==> config.mk <==
export PLATFORM = sky130hd
export DESIGN_NAME = display_scan_mux
export DESIGN_NICKNAME = d
export VERILOG_FILES = /design/src/rtl/display_scan_mux.sv
export SDC_FILE = /design/constraint.sdc
export NUM_CORES = 1
export LEC_CHECK = 0
export CAP_MARGIN = 20
export CORE_ASPECT_RATIO = 1.2
export CORE_MARGIN = 4
export CORE_UTILIZATION = 44
export DETAILED_ROUTE_END_ITERATION = 7
export MAX_ROUTING_LAYER = met4
export PLACE_DENSITY = 0.75
export SLEW_MARGIN = 25
export SYNTH_ARGS = -nofsm -noshare
export SYNTH_HDL_FRONTEND = slang
export SYNTH_SLANG_ARGS = --single-unit
==> constraint.sdc <==
create_clock -name clk -period 1.7 [get_ports clk]
set_input_delay 0.425 -clock clk [delete_from_list [all_inputs] [get_ports clk]]
set_output_delay 0.425 -clock clk [all_outputs]
set_load 0.1 [all_outputs]
Fig. 1: run 1, routed metal, one color a layer
Only two layers are drawn.
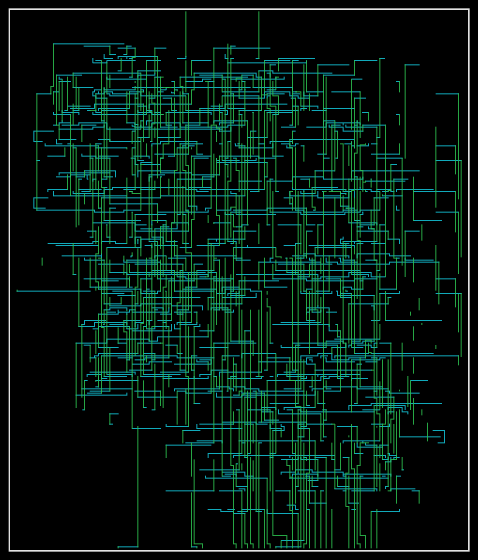
| layer | color | wire length |
|---|---|---|
| met1 | cyan | 2780 um |
| met2 | green | 3600 um |
final wirelength: 6.934 mm
via count: 2428
Routed WL per cell: 15.98 um
Tot GR Track Use: 20.17%

Fig. 2: run 1, sequential cells grouped by signal name
The bar under the picture is 20 um long. Other sequential cells in the stronger gray, the rest of the logic in the fainter gray.
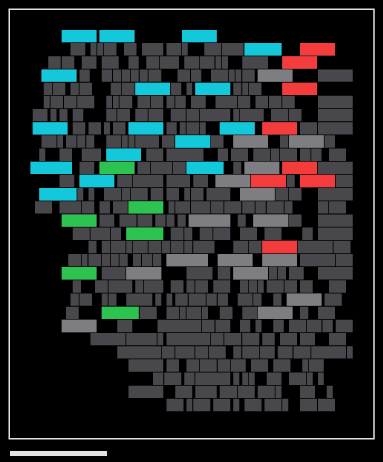
| name in the netlist | color | placed flops |
|---|---|---|
| `seg` | red | 8 |
| `frame_cnt` | green | 6 |
| `pre_cnt` | cyan | 16 |
not colored: 16
flop share of the area: 25.06%
sequential power: 1.11 mW
FF+latch area: 938.4 sq um
post-layout util: 71.18%

Fig. 3: run 1, pin map
Pins as bars across the die edge, other pins in gray.
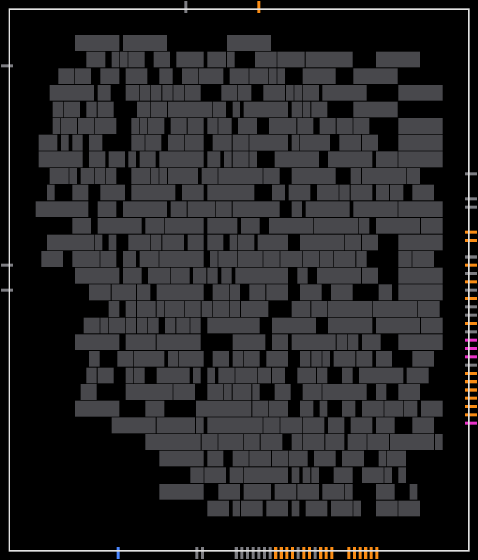
| port | color | pins | direction | edge |
|---|---|---|---|---|
| `frame_tick` | blue | 1 | output | bottom |
| `dig` | magenta | 4 | output | right |
| `seg_in` | orange | 28 | input | 15 bottom, 12 right, 1 top |
all pins by edge: 27 bottom, 26 right, 3 left, 2 top
Port Buf Inserts: 57
Die Span X: 74.96 um
height of the die: 88.35 um

==> flow_metrics.env, run 1 <==
# yosys + openroad results
export IMPL_status="finished, final reports clean"
export IMPL_crit_fanout=6
export IMPL_clkSinkCount=46
export IMPL_grt_ovfl_total=0
export IMPL_fillers=376
export IMPL_met3_usage_pct=3.068
export IMPL_comb_power_mw=0.299
export IMPL_cp_start_kind="register"
export IMPL_hp_class="reg -> reg"
export IMPL_fin_crit_sh_pct=99.14
export IMPL_final_clk_cell_share_pct=2.506
export IMPL_irDropWorstVdd_mv=0.5047
export IMPL_area_delta_synth_final_pct=58.19
export IMPL_chipArea_sq_mm=0.006623
export IMPL_pwr_share_seq_pct=52.9
export IMPL_initCoreUtil_pct=44.99
export IMPL_ys_seq_share_pct=38.90
export IMPL_drt_iter0_drc=144
export IMPL_hold_path_depth=1
export IMPL_cp_buffers_inverters=3
export IMPL_cts_inserted_buffers=5
export IMPL_r2r_slack_ns=0.01
export IMPL_dp_hpwl_mm=4.839
export IMPL_final_setup_skew_ns=0.009366
export IMPL_maxSlewViolCount=0
export IMPL_power_share_combinational_pct=14.2
export IMPL_arrival_ns=1.88
export IMPL_fmax_mhz=593.4
export IMPL_grt_pass1_vias=2261
export IMPL_worstMarginPinSlew_ns=0.3310
export IMPL_required_ns=1.90
export IMPL_clk_path_buf_depth=2
export IMPL_dr_pass1_iters=4
export IMPL_syn_inst=272
export IMPL_total_power_mw=2.107
export IMPL_via_per_inst=5.594
export IMPL_relSlewSlack_pct=77.74
export IMPL_ant_nets=0
export IMPL_lay_top_count="buf_4"
export IMPL_clkPwrFrac_pct=32.9
export IMPL_crit_path_max_incr_delay_ns=0.41
export IMPL_largest_class="multi-input combinational cells"
export IMPL_io_pin_count=58
export IMPL_synth_cell_types=43
export IMPL_num_rows=29
export IMPL_period_needed_ns=1.685
export IMPL_n_all_buffers=106
export IMPL_maxCapViolations=0
export IMPL_final_comb_area_sq_mm=0.001461
export IMPL_dpl_cell_count=413
export IMPL_grt_max_degree=22
export IMPL_globalRouteMet1Util_pct=23.43
export IMPL_netlist_area_sq_mm=0.002367
export IMPL_avgSynthCellArea_sq_um=8.703
export IMPL_insertion_delay_ns=0.30
export IMPL_wl_met1_mm=2.781
export IMPL_globalplace_congestion=0.8627
export IMPL_cts_clk_slew_worst_paths_ns=0.09
export IMPL_antenna_found_initial=0
export IMPL_drc=0
export IMPL_lay_top_cells="46 x buf_4, 41 x clkdlybuf4s50_1, 38 x dfxtp_1"
export IMPL_fp_nets=323
export IMPL_yosysChipArea_sq_mm=0.002367
export IMPL_cp_end_kind="register"
export IMPL_n_multi_input_combinational_cell=196
export IMPL_numSynthFlops=46
export IMPL_p_leak_nw=1.454
## run 1: timing repair
action / in CTS / in global routing
buffers inserted: 0 / 10
gates cloned: 0 / 3
hold buffers: 0 / 0
endpoints found under the setup margin: 5 / 41
gates resized: 3 / 35
pin swaps: 0 / 12
## run 1: kinds of logic (layout without fill, tap and decap cells)
logic type,Yosys count,after routing,synth area share (%)
adders and majority gates,8,8,4.228
buffers and inverters,32,130,5.603
and+or+nand+nor,117,119,29.02
muxes,2,2,0.8985
xor gates and xnor gates,12,12,4.440
DFF,46,46,38.90
AOI/OAI and AO/OA,55,55,16.91
## run 1: stage by stage
stage	setup WS, ns	hold slack [ns]	area (sq um)	TNS (ns)
after detailed placement	-0.3708	0.4293	3406	-6.447
after CTS	-0.01909	0.4381	3515	-0.04214
final	0.01467	0.4401	3745	0
after global routing	-0.07702	0.4623	3745	-0.7398
after floorplan	-0.1228	0.4156	2427	-1.476
after global placement	-0.3599	0.4197	3406	-5.425
## run 1: Yosys cell counts, drive strengths merged
cell	count	area (sq um)
or4	5	37.54
nand3b	10	75.07
a21oi	13	65.06
and3	5	32.53
or4b	1	10.01
buf	5	31.28
nor3b	2	15.01
or2	1	6.260
and4	6	53.80
clkbuf	11	41.29
mux2	1	11.26
a32o	1	10.01
o21ai	9	45.04
mux2i	1	10.01
a211oi	1	7.510
nor2	24	90.09
a221oi	7	61.31
dfxtp	46	920.9
nand3	16	95.09
o31ai	7	52.55
a221o	8	80.08
inv	16	60.06
xor2	5	43.79
nor3	14	75.07
or3	1	6.260
nand2	10	37.54
nand4	7	43.79
nand2b	2	12.51
a211o	7	61.31
ha	8	100.1
a41oi	1	8.760
nor4	3	33.78
nor2b	9	56.30
a311oi	1	8.760
and2	1	6.260
xnor2	7	61.31
Fig. 4: run 1, clock nets
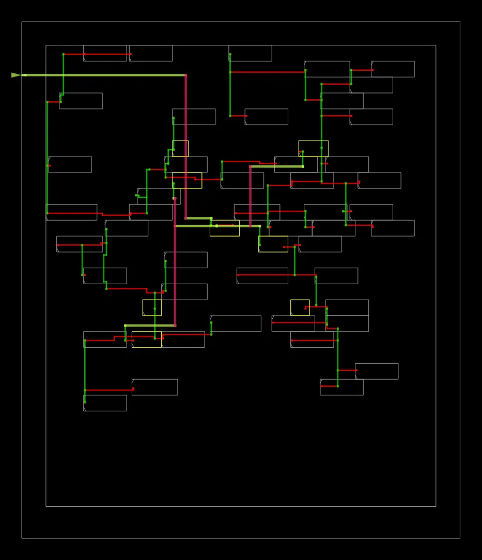

--- run 2 (diff from run 1) ---
Settings changed: CORE_MARGIN 4 to 2, CTS_BUF_LIST from default to sky130_fd_sc_hd__clkbuf_16.
Fig. 5: run 2, clock nets
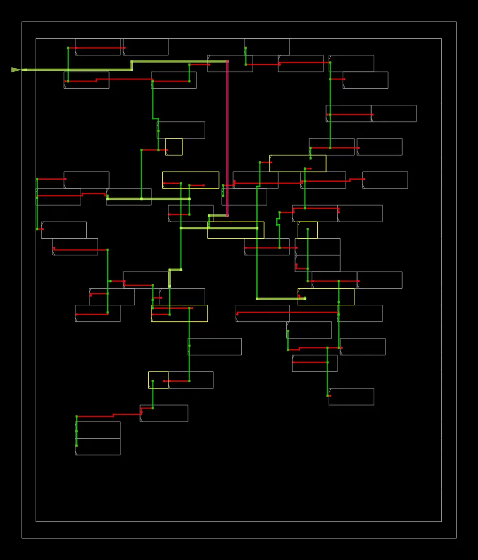
Num CTS Buffers: 5
Worst Skew: 0.005090 ns

==> flow_metrics.env, run 2 <==
# yosys + openroad results
export IMPL_syn_inst=272
export IMPL_arrival_ns=1.87
export IMPL_whs_ns=0.4482
export IMPL_io_buffers=57
export IMPL_place_ws_ns=-0.3513
export IMPL_clkSinkCount=46
export IMPL_setup_ws_ns=-0.0007241
export IMPL_area_leaders="dfxtp_1 39%, ha_1 4.2%, nor2_1 3.8%"
export IMPL_relSlewSlack_pct=76.09
export IMPL_irDropWorstVdd_mv=0.5777
export IMPL_cp_end_kind="register"
export IMPL_clk_path_buf_depth=2
export IMPL_cts_tree="done"
export IMPL_grt_max_degree=22
export IMPL_fmax_mhz=588.0
export IMPL_r2r_slack_ns=-0.0007
export IMPL_setup_violations=1
export IMPL_netlist_area_sq_mm=0.002367
export IMPL_fp_nets=323
export IMPL_ant_nets=0
export IMPL_grt_pass1_vias=2386
export IMPL_fin_area_sq_mm=0.003752
export IMPL_worstMarginPinSlew_ns=0.3581
export IMPL_chipArea_sq_mm=0.005985
export IMPL_cts_clk_slew_worst_paths_ns=0.06
export IMPL_synth_cell_types=43
export IMPL_num_rows=29
export IMPL_top_cell_area_share_pct=38.90
export IMPL_logic_family="simple AND/OR/NAND/NOR gates"
export IMPL_wirelength_mm=6.796
export IMPL_yosys_area_share_simple_pct=29.02
export IMPL_async_flop_share_pct=0
export IMPL_drc=0
export IMPL_globalplace_congestion=0.8725
export IMPL_top_cell="dfxtp_1"
export IMPL_area_delta_synth_final_pct=58.51
export IMPL_synth_main_ff_cell="dfxtp_1"
export IMPL_lay_top_count="dfxtp_1"
export IMPL_fin_tns_setup_ns=-0.0007241
export IMPL_initCoreUtil_pct=45.31
export IMPL_common_cells="46 x dfxtp_1, 24 x nor2_1, 16 x inv_1"
export IMPL_antenna_found_initial=0
export IMPL_io_pin_count=58
export IMPL_dp_hpwl_mm=4.706
export IMPL_hp_class="reg -> reg"
export IMPL_violations="negative setup slack"
export IMPL_wire_per_inst_um=15.84
export IMPL_required_ns=1.87
export IMPL_die_w_um=70.96
export IMPL_crit_fanout=14
export IMPL_cp_start_kind="register"
export IMPL_via_per_inst=5.800
export IMPL_avgSynthCellArea_sq_um=8.703
export IMPL_lay_top_cells="42 x dfxtp_1, 41 x buf_4, 41 x clkdlybuf4s50_1"
export IMPL_maxCapViolations=0
export IMPL_die_h_um=84.35
export IMPL_fin_crit_sh_pct=100.0
export IMPL_top_area_cell="dfxtp_1"
export IMPL_dpl_cell_count=413
export IMPL_dr_pass1_iters=4
export IMPL_hold_path_depth=1
export IMPL_status="complete, but fails checks"
export IMPL_synth_edff_count=0
export IMPL_mux_share_pct=0.8985
export IMPL_vias=2488
export IMPL_total_power_mw=2.393
export IMPL_numSynthFlops=46
export IMPL_place_area_sq_mm=0.003418
export IMPL_synthAoiAreaFrac_pct=16.91
export IMPL_grtUsageTotal_pct=22.80
export IMPL_drt_iter0_drc=215
export IMPL_period_needed_ns=1.701
export IMPL_ys_seq_share_pct=38.90
Fig. 6: run 2, sequential cells grouped by signal name
The bar under the picture is 20 um long. Other sequential cells in the stronger gray, the rest of the logic in the fainter gray.
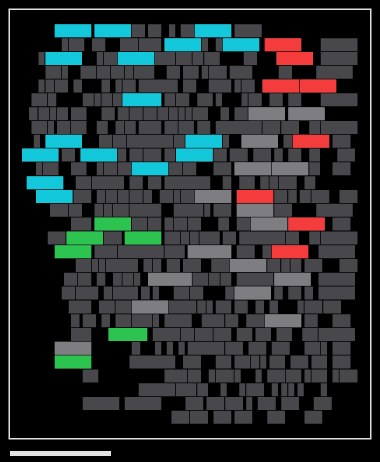
| name in the netlist | color | placed flops |
|---|---|---|
| `seg` | red | 8 |
| `pre_cnt` | cyan | 16 |
| `frame_cnt` | green | 6 |
flop share of the area: 24.81%
FF+latch area: 930.9 sq um
post-layout util: 71.82%

[run 2: critical path: stages (launching register included)]
cell and delay [ns]:
dfxtp_4 0.41, inv_2 0.06, ha_2 0.27, a21oi_1 0.15, a221oi_1 0.11, o31ai_2 0.30
buf_4 0.22, nand3b_1 0.08
[run 2: cell families after synthesis]
| logic type | Yosys count |
|---|---|
| AND/OR/NAND/NOR | 117 |
| AND-OR/OR-AND | 55 |
| flip-flops | 46 |
| buffers and inverters | 32 |
| XOR/XNOR | 12 |
| adder cells (fa/ha/maj) | 8 |
| multiplexers | 2 |
[run 2: layer usage]
layer	vias up	wire, um	GRT usage, %
met1	1178	2707	26.53
li1	1196	-	-
met4	0	148	6.861
met5	-	0	-
met3	14	381	4.442
met2	100	3559	39.42
[run 2: power breakdown]
part           switching (mW)  total (mW)  internal, mW
registers              0.0147        1.12          1.10
clock network           0.423       0.975         0.552
logic                   0.126       0.301         0.175
[run 2: timing repair]
action                     in CTS  in global routing
resized                         4                 32
setup buffers                   3                  2
hold buffers                    0                  0
setup endpoints to repair       5                 42
gates cloned                    1                  2
pin swaps                       1                  7
[run 2: cell type report]
cell class / count / area [sq um]
fill: 398 / 1473
multi-input combinational: 195 / 1449
timing repair buffer: 102 / 1085
sequential: 46 / 930.9
clock buffer: 5 / 125.1
tap: 62 / 77.57
inverter: 16 / 60.06
clock inverter: 3 / 25.02
Power and IR drop assume default switching activity.
